## src/rtl/r3_input_commutator.sv

```systemverilog
// r3_input_commutator: serial-to-triplet commutator in front of a radix-3 butterfly.
// Accepts one complex sample per accepted cycle in natural order and, for each
// N-sample frame, emits M = N/3 triplets (x[n], x[n+M], x[n+2M]) on lanes a/b/c.
//
// Optional feature macro: R3C_SOF_SYNC_EN (in_sof resynchronises framing and
// frame_err reports misaligned starts). Undefined: in_sof ignored, frame_err = 0.
//
// Ports:
//   clk, rst                 clock, synchronous active-high reset
//   in_valid, in_sof         sample strobe, start-of-frame marker
//   in_re, in_img            input sample words (DW each)
//   out_valid/out_sof/out_last  triplet strobe and frame position flags
//   a_*, b_*, c_*            lanes x[n], x[n+M], x[n+2M]
//   frame_err                one-cycle framing error pulse
module r3_input_commutator #(
  parameter int unsigned N  = 18,
  parameter int unsigned DW = 32
) (
  input  logic          clk,
  input  logic          rst,
  input  logic          in_valid,
  input  logic          in_sof,
  input  logic [DW-1:0] in_re,
  input  logic [DW-1:0] in_img,
  output logic          out_valid,
  output logic          out_sof,
  output logic          out_last,
  output logic [DW-1:0] a_re,
  output logic [DW-1:0] a_img,
  output logic [DW-1:0] b_re,
  output logic [DW-1:0] b_img,
  output logic [DW-1:0] c_re,
  output logic [DW-1:0] c_img,
  output logic          frame_err
);

  localparam int unsigned M  = N / 3;
  localparam int unsigned IW = (M > 1) ? $clog2(M) : 1;
  localparam int unsigned SW = 2 * DW;

  typedef enum logic [1:0] {FILL_A, FILL_B, EMIT} state_t;

  state_t        state_q, state_d;
  logic [IW-1:0] idx_q, idx_d;

  logic          out_valid_q, out_valid_d;
  logic          out_sof_q, out_sof_d;
  logic          out_last_q, out_last_d;
  logic          frame_err_q, frame_err_d;
  logic [SW-1:0] a_q, a_d, b_q, b_d, c_q, c_d;

  logic [SW-1:0] buf_a_q [M];
  logic [SW-1:0] buf_b_q [M];

  logic          wr_a_c, wr_b_c;
  logic [IW-1:0] cur_idx_c;
  state_t        cur_state_c;
  logic          err_c;

  // Effective segment position for this sample (a sync sample restarts at FILL_A, 0).
`ifdef R3C_SOF_SYNC_EN
  always_comb begin
    cur_state_c = state_q;
    cur_idx_c   = idx_q;
    err_c       = 1'b0;
    if (in_valid) begin
      if (in_sof) begin
        cur_state_c = FILL_A;
        cur_idx_c   = '0;
        err_c       = !((state_q == FILL_A) && (idx_q == '0));
      end else begin
        err_c       = (state_q == FILL_A) && (idx_q == '0);
      end
    end
  end
`else
  logic sof_unused;
  assign sof_unused = in_sof;

  always_comb begin
    cur_state_c = state_q;
    cur_idx_c   = idx_q;
    err_c       = 1'b0;
  end
`endif

  // Next-state, buffer write strobes and output register inputs.
  always_comb begin
    state_d     = state_q;
    idx_d       = idx_q;
    out_valid_d = 1'b0;
    out_sof_d   = out_sof_q;
    out_last_d  = out_last_q;
    frame_err_d = err_c;
    a_d         = a_q;
    b_d         = b_q;
    c_d         = c_q;
    wr_a_c      = 1'b0;
    wr_b_c      = 1'b0;
    if (in_valid) begin
      if (cur_idx_c == IW'(M - 1)) begin
        idx_d = '0;
        case (cur_state_c)
          FILL_A:  state_d = FILL_B;
          FILL_B:  state_d = EMIT;
          default: state_d = FILL_A;
        endcase
      end else begin
        idx_d   = IW'(cur_idx_c + 1'b1);
        state_d = cur_state_c;
      end
      case (cur_state_c)
        FILL_A: wr_a_c = 1'b1;
        FILL_B: wr_b_c = 1'b1;
        default: begin
          out_valid_d = 1'b1;
          out_sof_d   = (cur_idx_c == '0);
          out_last_d  = (cur_idx_c == IW'(M - 1));
          a_d         = buf_a_q[cur_idx_c];
          b_d         = buf_b_q[cur_idx_c];
          c_d         = {in_re, in_img};
        end
      endcase
    end
  end

  // Control and output registers.
  always_ff @(posedge clk) begin
    if (rst) begin
      state_q     <= FILL_A;
      idx_q       <= '0;
      out_valid_q <= 1'b0;
      out_sof_q   <= 1'b0;
      out_last_q  <= 1'b0;
      frame_err_q <= 1'b0;
      a_q         <= '0;
      b_q         <= '0;
      c_q         <= '0;
    end else begin
      state_q     <= state_d;
      idx_q       <= idx_d;
      out_valid_q <= out_valid_d;
      out_sof_q   <= out_sof_d;
      out_last_q  <= out_last_d;
      frame_err_q <= frame_err_d;
      a_q         <= a_d;
      b_q         <= b_d;
      c_q         <= c_d;
    end
  end

  // Segment buffers; contents need no reset since they are always written before read.
  always_ff @(posedge clk) begin
    if (!rst && wr_a_c) buf_a_q[cur_idx_c] <= {in_re, in_img};
    if (!rst && wr_b_c) buf_b_q[cur_idx_c] <= {in_re, in_img};
  end

  assign out_valid = out_valid_q;
  assign out_sof   = out_sof_q;
  assign out_last  = out_last_q;
  assign frame_err = frame_err_q;
  assign a_re      = a_q[SW-1:DW];
  assign a_img     = a_q[DW-1:0];
  assign b_re      = b_q[SW-1:DW];
  assign b_img     = b_q[DW-1:0];
  assign c_re      = c_q[SW-1:DW];
  assign c_img     = c_q[DW-1:0];

endmodule

```

## config.mk

```make
export PLATFORM = sky130hd
export DESIGN_NAME = r3_input_commutator
export DESIGN_NICKNAME = d
export VERILOG_FILES = /design/src/rtl/r3_input_commutator.sv
export SDC_FILE = /design/constraint.sdc
export NUM_CORES = 1
export LEC_CHECK = 0
export ABC_AREA = 1
export ABC_CLOCK_PERIOD_IN_PS = 5700
export CORE_AREA = 5 5 312 314
export CTS_CLUSTER_DIAMETER = 60
export DETAILED_ROUTE_END_ITERATION = 10
export DIE_AREA = 0 0 317 319
export GPL_TIMING_DRIVEN = 1
export PLACE_DENSITY = 0.66
export SLEW_MARGIN = 25
export SYNTH_ARGS = -nofsm -noshare
export SYNTH_HDL_FRONTEND = slang
export SYNTH_SLANG_ARGS = --single-unit
export TNS_END_PERCENT = 100
```

## constraint.sdc

```tcl
create_clock -name clk -period 5.7 [get_ports clk]
set_clock_uncertainty 0.2 [all_clocks]
set_input_delay 0.57 -clock clk [delete_from_list [all_inputs] [get_ports clk]]
set_output_delay 0.57 -clock clk [all_outputs]
set_load 0.02 [all_outputs]
```

==> run_1/met4.png <==
Cells faint in the background.
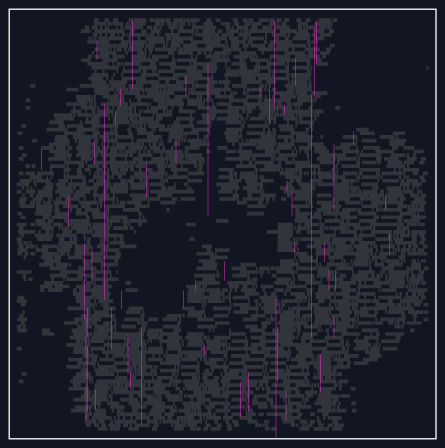
The layer carries 1710 um of wire. The longest straight run is 180 um. The layer holds 1.8% of the routed length. The wires run mostly vertical.
DRT Wirelength: 96600 um
via count: 25000

==> run_1/cell_classes.png <==
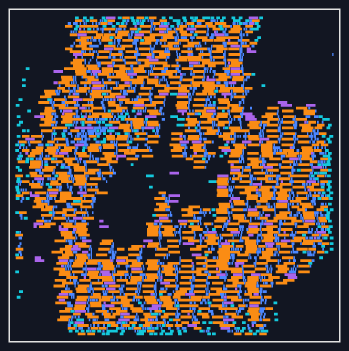
Purple marks clock drivers and dummy loads, cells 202. Blue marks all other logic, cells 2293. Orange marks flip-flops, cells 968. Cyan marks other buffers and delay cells, cells 299.
core area: 94300 sq um
fraction of area in registers: 60.6%
fin util: 47.4%
# rows: 113

==> deck_impl_summary.md, run 1 <==
Flow Results at a Glance

Timing
  • Final setup fails: 0
  • RSZ-0062 raised after global routing: false
  • Final hold violation count: 0
  • Final worst slack: 1920 ps

Run status
  • Status: complete, no violations

Worst setup path
  • Reg-to-Reg End: buf_a_q[5][37]
  • CP Cell Sequence: clkinv_8 -> nor2_2 -> nand2_1 -> nor2_4 -> buf_12
  • CP startpoint: cur_idx_c[0]

Global route
  • Largest net degree at the start of global routing: 208

Clocking
  • H-tree levels: 3
  • Post-CTS Resized: 0

Hold path
  • Hold Path Depth: 2

Synth
  • Mux frac, synth: 0%
  • Most frequent cells after synthesis: 1675 x nand2_1, 768 x edfxtp_1, 258 x a21oi_1
  • #FFs+latches synth: 968
  • Top cells by area: edfxtp_1 62%, nand2_1 17%, dfxtp_1 11%

Place
  • Placed Area: 41000 sq um
  • I/O Buffers: 261

Cells and area
  • Share of cells above drive strength 1: 6.19%
  • Top Registers: buf_a_q (384), buf_b_q (384)
  • Layout area overhead: 19.9%
  • Final cell count without fillers: 5029
  • FF+latch area: 27100 sq um
  • Top logic cell by instance count in the layout: nand2_1

Pwr
  • NetSw: 0.00342 W
==> run_1/wire_density.png <==
32 x 32 tiles, from dark blue (low) to red (high), scaled to the fullest tile. Values are wire area over tile area, all layers added.
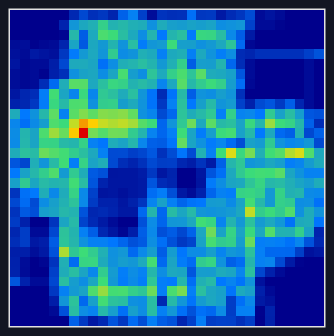
14% of the tiles are nearly empty. 7.5% of the tiles are over half the peak. The fullest tile reaches 0.61.
GRT Util Overall: 18.7%
drt wl/cell: 19.2 um

==> run_1/clock_map.png <==
The bar under the picture is 100 um long.
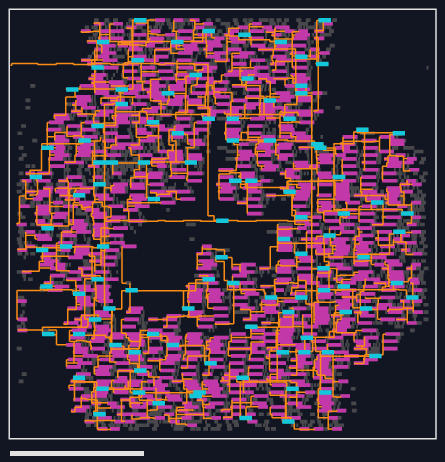
Magenta marks flip-flops, count 968. Orange marks clock wires, length 11200 um. Cyan marks cells driving clock nets, count 106.
Position of the flops: spread over the die.
Clk network pwr share: 45.3%
Insertion Delay late pin: 680 ps
clk pwr: 0.00701 W

==> inputs of run 2 (changes only) <==
--- a/config.mk
+++ b/config.mk
@@ -6,13 +6,13 @@
 export NUM_CORES = 1
 export LEC_CHECK = 0
 export ABC_AREA = 1
-export ABC_CLOCK_PERIOD_IN_PS = 5700
+export ABC_CLOCK_PERIOD_IN_PS = 3550
 export CORE_AREA = 5 5 312 314
 export CTS_CLUSTER_DIAMETER = 60
 export DETAILED_ROUTE_END_ITERATION = 10
 export DIE_AREA = 0 0 317 319
 export GPL_TIMING_DRIVEN = 1
-export PLACE_DENSITY = 0.66
+export PLACE_DENSITY = 0.64
 export SLEW_MARGIN = 25
 export SYNTH_ARGS = -nofsm -noshare
 export SYNTH_HDL_FRONTEND = slang
==> constraint.sdc (replaced) <==
create_clock -name clk -period 3.55 [get_ports clk]
set_clock_uncertainty 0.2 [all_clocks]
set_input_delay 0.355 -clock clk [delete_from_list [all_inputs] [get_ports clk]]
set_output_delay 0.355 -clock clk [all_outputs]
set_load 0.02 [all_outputs]
==> run_2/cell_classes.png <==
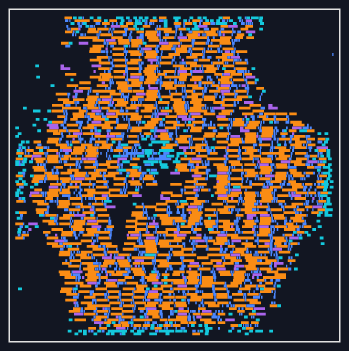
Orange marks flip-flops, cells 968. Cyan marks other buffers and delay cells, cells 317. Blue marks all other logic, cells 2293. Purple marks clock drivers and dummy loads, cells 198.
fin util: 47.4%
final instance area: 44700 sq um
fraction of area in registers: 60.6%

==> run 2 against run 1 <==
Area after synthesis is the same. Register-to-register slack lost 1200 ps. Combinational power grew 64%. Sequential power grew about 60%. Clock power grew about 50%. Synthesized cell count is the same. Total power grew 56%. Largest power group unchanged. Design area is essentially flat. Critical path type unchanged. Critical path depth is the same. Die area is the same.
==> deck_impl_summary.md, run 2 <==
Flow Results at a Glance

Run status
  • Status: complete, no violations

Timing
  • Final setup fails: 0 (unchanged)
  • Final worst slack: 730 ps (-1190 ps)
  • Final hold violation count: 0 (unchanged)

Clocking
  • H-tree levels: 3 (unchanged)
  • Post-CTS Resized: 0 (unchanged)

Global route
  • Largest net degree at the start of global routing: 171 (-18%)
  • GRT Util Overall: 18.7% (+0.022 points)

Cells and area
  • Top Registers: buf_a_q (384), buf_b_q (384)
  • FF+latch area: 27100 sq um (unchanged)
  • Top logic cell by instance count in the layout: nand2_1

Floorplan
  • # rows: 113 (unchanged)
  • Core area: 94300 sq um (unchanged)

Worst setup path
  • CP startpoint: cur_idx_c[0]
  • Reg-to-Reg End: buf_b_q[5][62]

Pwr
  • NetSw: 0.00538 W (+57%)

Drt
  • DRT Wirelength: 96600 um (about the same)
  • Drt wl/cell: 19.2 um (-0.21%)

Synth
  • Mux frac, synth: 0% (unchanged)

Hold path
  • Hold Path Depth: 2 (unchanged)
==> run_2/clock_map.png <==
The bar under the picture is 100 um long.
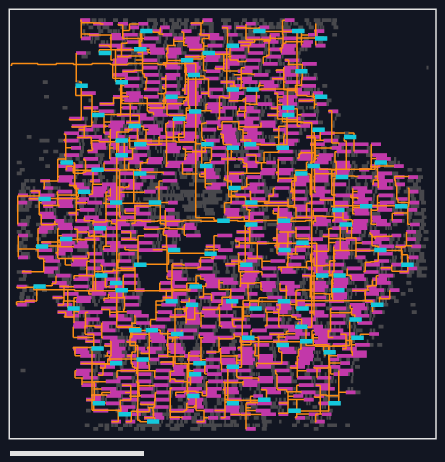
Magenta marks flip-flops, count 968. Cyan marks cells driving clock nets, count 104. Orange marks clock wires, length 11400 um.
There are 105 routed clock nets.
Insertion Delay late pin: 660 ps
clk pwr: 0.0105 W
Clk network pwr share: 43.5%

Power figures rest on the tool's default switching activity, not on a simulated workload.
